### config.mk
export PLATFORM = sky130hd
export DESIGN_NAME = systolic_skew_feeder
export DESIGN_NICKNAME = d
export VERILOG_FILES = /design/src/rtl/systolic_skew_feeder.sv
export SDC_FILE = /design/constraint.sdc
export NUM_CORES = 2
export LEC_CHECK = 0
export CORE_ASPECT_RATIO = 2
export CORE_MARGIN = 10
export CORE_UTILIZATION = 40
export DETAILED_ROUTE_END_ITERATION = 8
export HOLD_SLACK_MARGIN = 0.06
export PLACE_DENSITY = 0.68
export SLEW_MARGIN = 10
export SYNTH_ARGS = -nofsm -noshare
export SYNTH_HDL_FRONTEND = slang
export SYNTH_SLANG_ARGS = --single-unit
### constraint.sdc
create_clock -name clk -period 4.53 [get_ports clk]
set_input_delay 1.1325 -clock clk [delete_from_list [all_inputs] [get_ports clk]]
set_output_delay 1.1325 -clock clk [all_outputs]
set_load 0.02 [all_outputs]
### src/rtl/systolic_skew_feeder.sv
// Skews and zero-pads A-column / B-row slices into the diagonal streams a 16x16 systolic array expects,
// then sequences one K-slice tile and its drain. Optional stall counter: define SKEW_BUBBLE_CNT_EN.
module systolic_skew_feeder #(
    parameter int unsigned N  = 16,
    parameter int unsigned W  = 16,
    parameter int unsigned K  = 16,
    parameter int unsigned CW = 8
) (
    input  logic           clk,
    input  logic           rst,
    input  logic           in_valid,
    output logic           in_ready,
    input  logic [N*W-1:0] a_in,
    input  logic [N*W-1:0] b_in,
    output logic [N*W-1:0] a_out,
    output logic [N*W-1:0] b_out,
    output logic           busy,
`ifdef SKEW_BUBBLE_CNT_EN
    output logic [15:0]    bubble_cnt,
`endif
    output logic           tile_done
);

    localparam int unsigned DRAIN_LAST = 3 * N - 2;
    localparam int unsigned LAST_SLICE = K - 1;

    typedef enum logic [1:0] {
        S_IDLE  = 2'd0,
        S_FEED  = 2'd1,
        S_DRAIN = 2'd2,
        S_DONE  = 2'd3
    } state_t;

    state_t          r_state;
    logic [CW-1:0]   r_slice_cnt;
    logic [CW-1:0]   r_drain_cnt;
    logic            r_in_ready;
    logic            r_busy;
    logic            r_tile_done;
    logic            w_accept;

    assign w_accept = in_valid & r_in_ready;

    // Tile sequencer: collect K slices, wait for the array pipeline to settle, pulse done.
    always_ff @(posedge clk or negedge rst) begin
        if (!rst) begin
            r_state     <= S_IDLE;
            r_slice_cnt <= '0;
            r_drain_cnt <= '0;
            r_in_ready  <= 1'b0;
            r_busy      <= 1'b0;
            r_tile_done <= 1'b0;
        end else begin
            r_tile_done <= 1'b0;
            case (r_state)
                S_IDLE: begin
                    r_in_ready <= 1'b1;
                    if (w_accept) begin
                        r_slice_cnt <= CW'(1);
                        r_busy      <= 1'b1;
                        if (K == 1) begin
                            r_state     <= S_DRAIN;
                            r_drain_cnt <= '0;
                            r_in_ready  <= 1'b0;
                        end else begin
                            r_state <= S_FEED;
                        end
                    end
                end
                S_FEED: begin
                    if (w_accept) begin
                        r_slice_cnt <= r_slice_cnt + CW'(1);
                        if (r_slice_cnt == CW'(LAST_SLICE)) begin
                            r_state     <= S_DRAIN;
                            r_drain_cnt <= '0;
                            r_in_ready  <= 1'b0;
                        end
                    end
                end
                S_DRAIN: begin
                    r_drain_cnt <= r_drain_cnt + CW'(1);
                    if (r_drain_cnt == CW'(DRAIN_LAST)) begin
                        r_state     <= S_DONE;
                        r_busy      <= 1'b0;
                        r_tile_done <= 1'b1;
                    end
                end
                S_DONE: begin
                    r_state     <= S_IDLE;
                    r_in_ready  <= 1'b1;
                    r_slice_cnt <= '0;
                    r_drain_cnt <= '0;
                end
                default: begin
                    r_state <= S_IDLE;
                end
            endcase
        end
    end

    assign in_ready  = r_in_ready;
    assign busy      = r_busy;
    assign tile_done = r_tile_done;

    // Lane i: (i+1)-deep delay chain plus output register; idle cycles shift in zeros.
    for (genvar i = 0; i < N; i++) begin : g_lane
        logic [W-1:0] r_a_dly [0:i];
        logic [W-1:0] r_b_dly [0:i];
        logic [W-1:0] r_a_out;
        logic [W-1:0] r_b_out;

        always_ff @(posedge clk or negedge rst) begin
            if (!rst) begin
                for (int s = 0; s <= i; s++) begin
                    r_a_dly[s] <= '0;
                    r_b_dly[s] <= '0;
                end
                r_a_out <= '0;
                r_b_out <= '0;
            end else begin
                r_a_dly[0] <= w_accept ? a_in[i*W +: W] : '0;
                r_b_dly[0] <= w_accept ? b_in[i*W +: W] : '0;
                for (int s = 1; s <= i; s++) begin
                    r_a_dly[s] <= r_a_dly[s-1];
                    r_b_dly[s] <= r_b_dly[s-1];
                end
                r_a_out <= r_a_dly[i];
                r_b_out <= r_b_dly[i];
            end
        end

        assign a_out[i*W +: W] = r_a_out;
        assign b_out[i*W +: W] = r_b_out;
    end

`ifdef SKEW_BUBBLE_CNT_EN
    logic [15:0] r_bubble_cnt;

    // Mid-tile stall counter; restarts with each new tile, saturating.
    always_ff @(posedge clk or negedge rst) begin
        if (!rst) begin
            r_bubble_cnt <= '0;
        end else if (r_state == S_IDLE && w_accept) begin
            r_bubble_cnt <= '0;
        end else if (r_state == S_FEED && !in_valid && r_bubble_cnt != 16'hFFFF) begin
            r_bubble_cnt <= r_bubble_cnt + 16'd1;
        end
    end

    assign bubble_cnt = r_bubble_cnt;
`endif

endmodule
Fig. 1: placement view
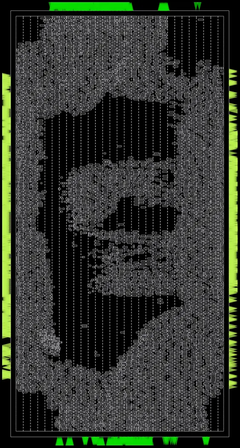
flip-flops: 4,885
Final Core Density: 0.495
Layout Cells excl Fill: 11,500
core area: 0.316 sq mm

Fig. 2: clock wires, drivers and flops
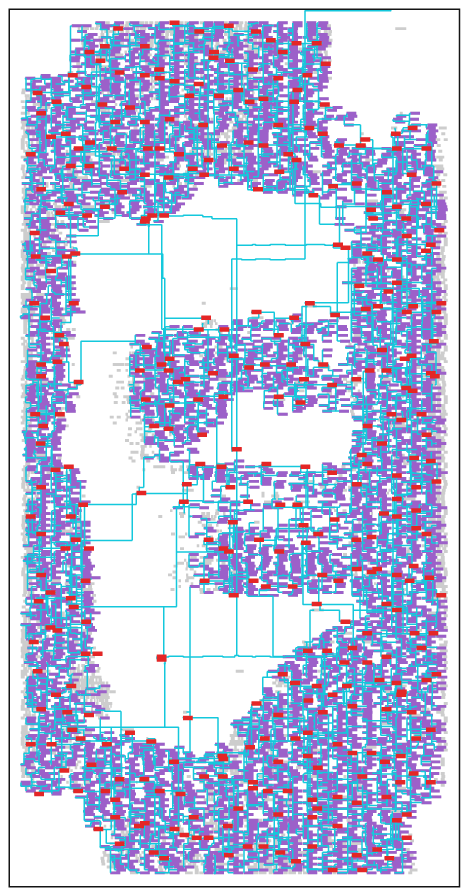
legend:
  cyan:
    item: clock wires
    length: 49.8 mm
  red:
    item: clock drivers
    count: 384
  purple:
    item: flip-flops
    count: 4,885
routed clock nets: 385
flops lie: widely spread
Clock Skews: 112 ps
Clock Power: 35.1 mW
clock network power share: 0.415

==> results.toml <==
# flow metrics
[outcome]
outcome = "completed"

[layout]
nets = 7541
stdcell_area_sq_mm = 0.156

[worst_setup_path]
critPathArrivalTime_ps = 2060
critPathMaxStageDelay_ps = 770
critPathCaptureType = "primary output"

[synthesis]
yosys_area_sq_mm = 0.127
synth_area_per_cell_sq_um = 22.5
synth_async_sr_flop_share = 1.00
fp_nets = 6147
yosysCellCount = 5624
ys_seq_elements = 4885

[timing]
layout_setup_ws_ps = 1340
finalSetupViolCount = 0
fin_hold_ws_ps = 174
min_period_ps = 3190
fmax_mhz = 314
setup_tns_ps = 0
maxSlewViolCount = 0
hold_violations = 0
rsz0062_at_grt = "no"

[clock_tree]
worstSkewPairLatency_ps = 930
clkSlewWorstSetupHoldPaths_ps = 70

[global_route]
overflow = 0
met2_usage = 0.230
top_usage_layer = "met2"

[floorplanning]
die_x_um = 418
io_pins = 1030
fp-utilization = 0.401

[power]
p_leak_nw = 76.9

[flow_run]
warnings = 108

[min_path]
hp-class = "in -> async"
Fig. 3: wiring heat map
10 x 20 tiles, from black (low) to pale yellow (high), scaled to the fullest tile. Values are wire area over tile area, all layers added.
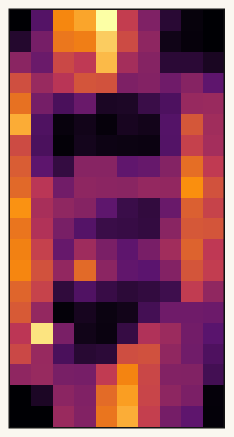
emptiest ninth of the die: north-east
mean over tiles: 0.13
tiles over half the peak: 28%
fullest tile: 0.35
nearly empty tiles: 6.5%
WL/cell: 21.8 um
total global-route track usage: 0.148
Detailed Route WL: 251 mm

-- cell type report --
| class | instances | area (sq um) |
|---|---|---|
| Inverter | 8 | 30.0 |
| Tap cell | 4116 | 5150 |
| Timing Repair Buffer | 1125 | 11500 |
| Clock inverter | 177 | 2600 |
| Sequential cell | 4885 | 122000 |
| Multi-Input combinational cell | 614 | 3890 |
| Clock buffer | 516 | 10800 |
| Fill cell | 24500 | 159000 |
| Antenna cell | 64 | 160 |
-- where the power goes --
part	total, mW	switching, mW	internal, mW
sequential	46.7	0.843	45.8
clock	35.1	15.3	19.8
combinational	2.79	1.72	1.07
total	84.6	17.9	66.7
-- worst paths after layout --
check / startpoint / cells past startpoint / endpoint / slack [ps]
min in group clk: g_lane[6].r_b_dly[37] / 0 / g_lane[6].r_b_dly[21] / 260
max in group asynchronous: rst / 4 / g_lane[14].r_b_dly[61] / 2660
hold reg to reg: g_lane[6].r_b_dly[37] / 0 / g_lane[6].r_b_dly[21] / 260
hold / removal: rst / 1 / g_lane[6].r_a_out[7] / 170
setup / recovery: g_lane[8].r_b_out[11] / 1 / b_out[139] / 1340
setup reg to reg: in_ready / 3 / g_lane[10].r_a_dly[165] / 2160
-- per-layer routing --
layer  routed length [um]  vias up
li1                     -    20600
met1                98400    26800
met2               117000     1598
met3                22800      601
met4                11900       76
met5                  494        -
-- sequential cells by signal, summed over array words and instances (netlist names) --
name and count:
busy 1, g_lane.r_a_dly 2176, g_lane.r_a_out 256, g_lane.r_b_dly 2176, g_lane.r_b_out 256, in_ready 1, r_drain_cnt 8, r_slice_cnt 8
r_state 2, tile_done 1
-- cells in the final DEF (no fill, tap or decap), types with 6 or more instances in the layout --
cell             Yosys  routed
a21oi_1              6       6
and3_1             514     514
buf_12               0      33
buf_4                0      63
bufinv_16            0      50
clkbuf_1           114      64
clkbuf_16            0     387
clkbuf_8             0      65
clkdlybuf4s50_1      0    1027
clkinv_2             0      55
clkinv_4             0      14
clkinvlp_4           0      30
dfrtp_1           4885    4884
diode_2              0      64
ha_1                 8       8
inv_1                8       8
inv_16               0       7
inv_6                0       8
nand2_1             18      18
nand3_1              9       9
nor2_1               6       6
o21ai_0              8       8
-- Yosys cell counts, types with 2 or more instances --
cell type | instances | area share
a21oi_1 | 6 | 0.00024
nor2_1 | 6 | 0.00018
inv_1 | 8 | 0.00024
o31ai_1 | 2 | 0.00012
and3_1 | 514 | 0.025
buf_2 | 2 | 0.000079
ha_1 | 8 | 0.00079
clkbuf_1 | 114 | 0.0034
a22o_1 | 3 | 0.00021
o21ai_0 | 8 | 0.00032
or4_1 | 2 | 0.00012
nand2_1 | 18 | 0.00053
mux2_2 | 2 | 0.00018
o21ai_1 | 5 | 0.00020
nand3_1 | 9 | 0.00036
or3_1 | 2 | 0.000099
dfrtp_1 | 4885 | 0.97
o31ai_2 | 3 | 0.00030
and2_1 | 3 | 0.00015
a2bb2oi_1 | 2 | 0.00014
nor3_1 | 2 | 0.000079
-- logic make-up after synthesis --
kind of cell               share of synthesized area
DFF                                            0.965
adders and majority gates                   0.000791
and+or+nand+nor                               0.0276
buffers and inverters                        0.00378
AOI/OAI and AO/OA                            0.00204
muxes                                       0.000346
Power and IR drop assume default switching activity.
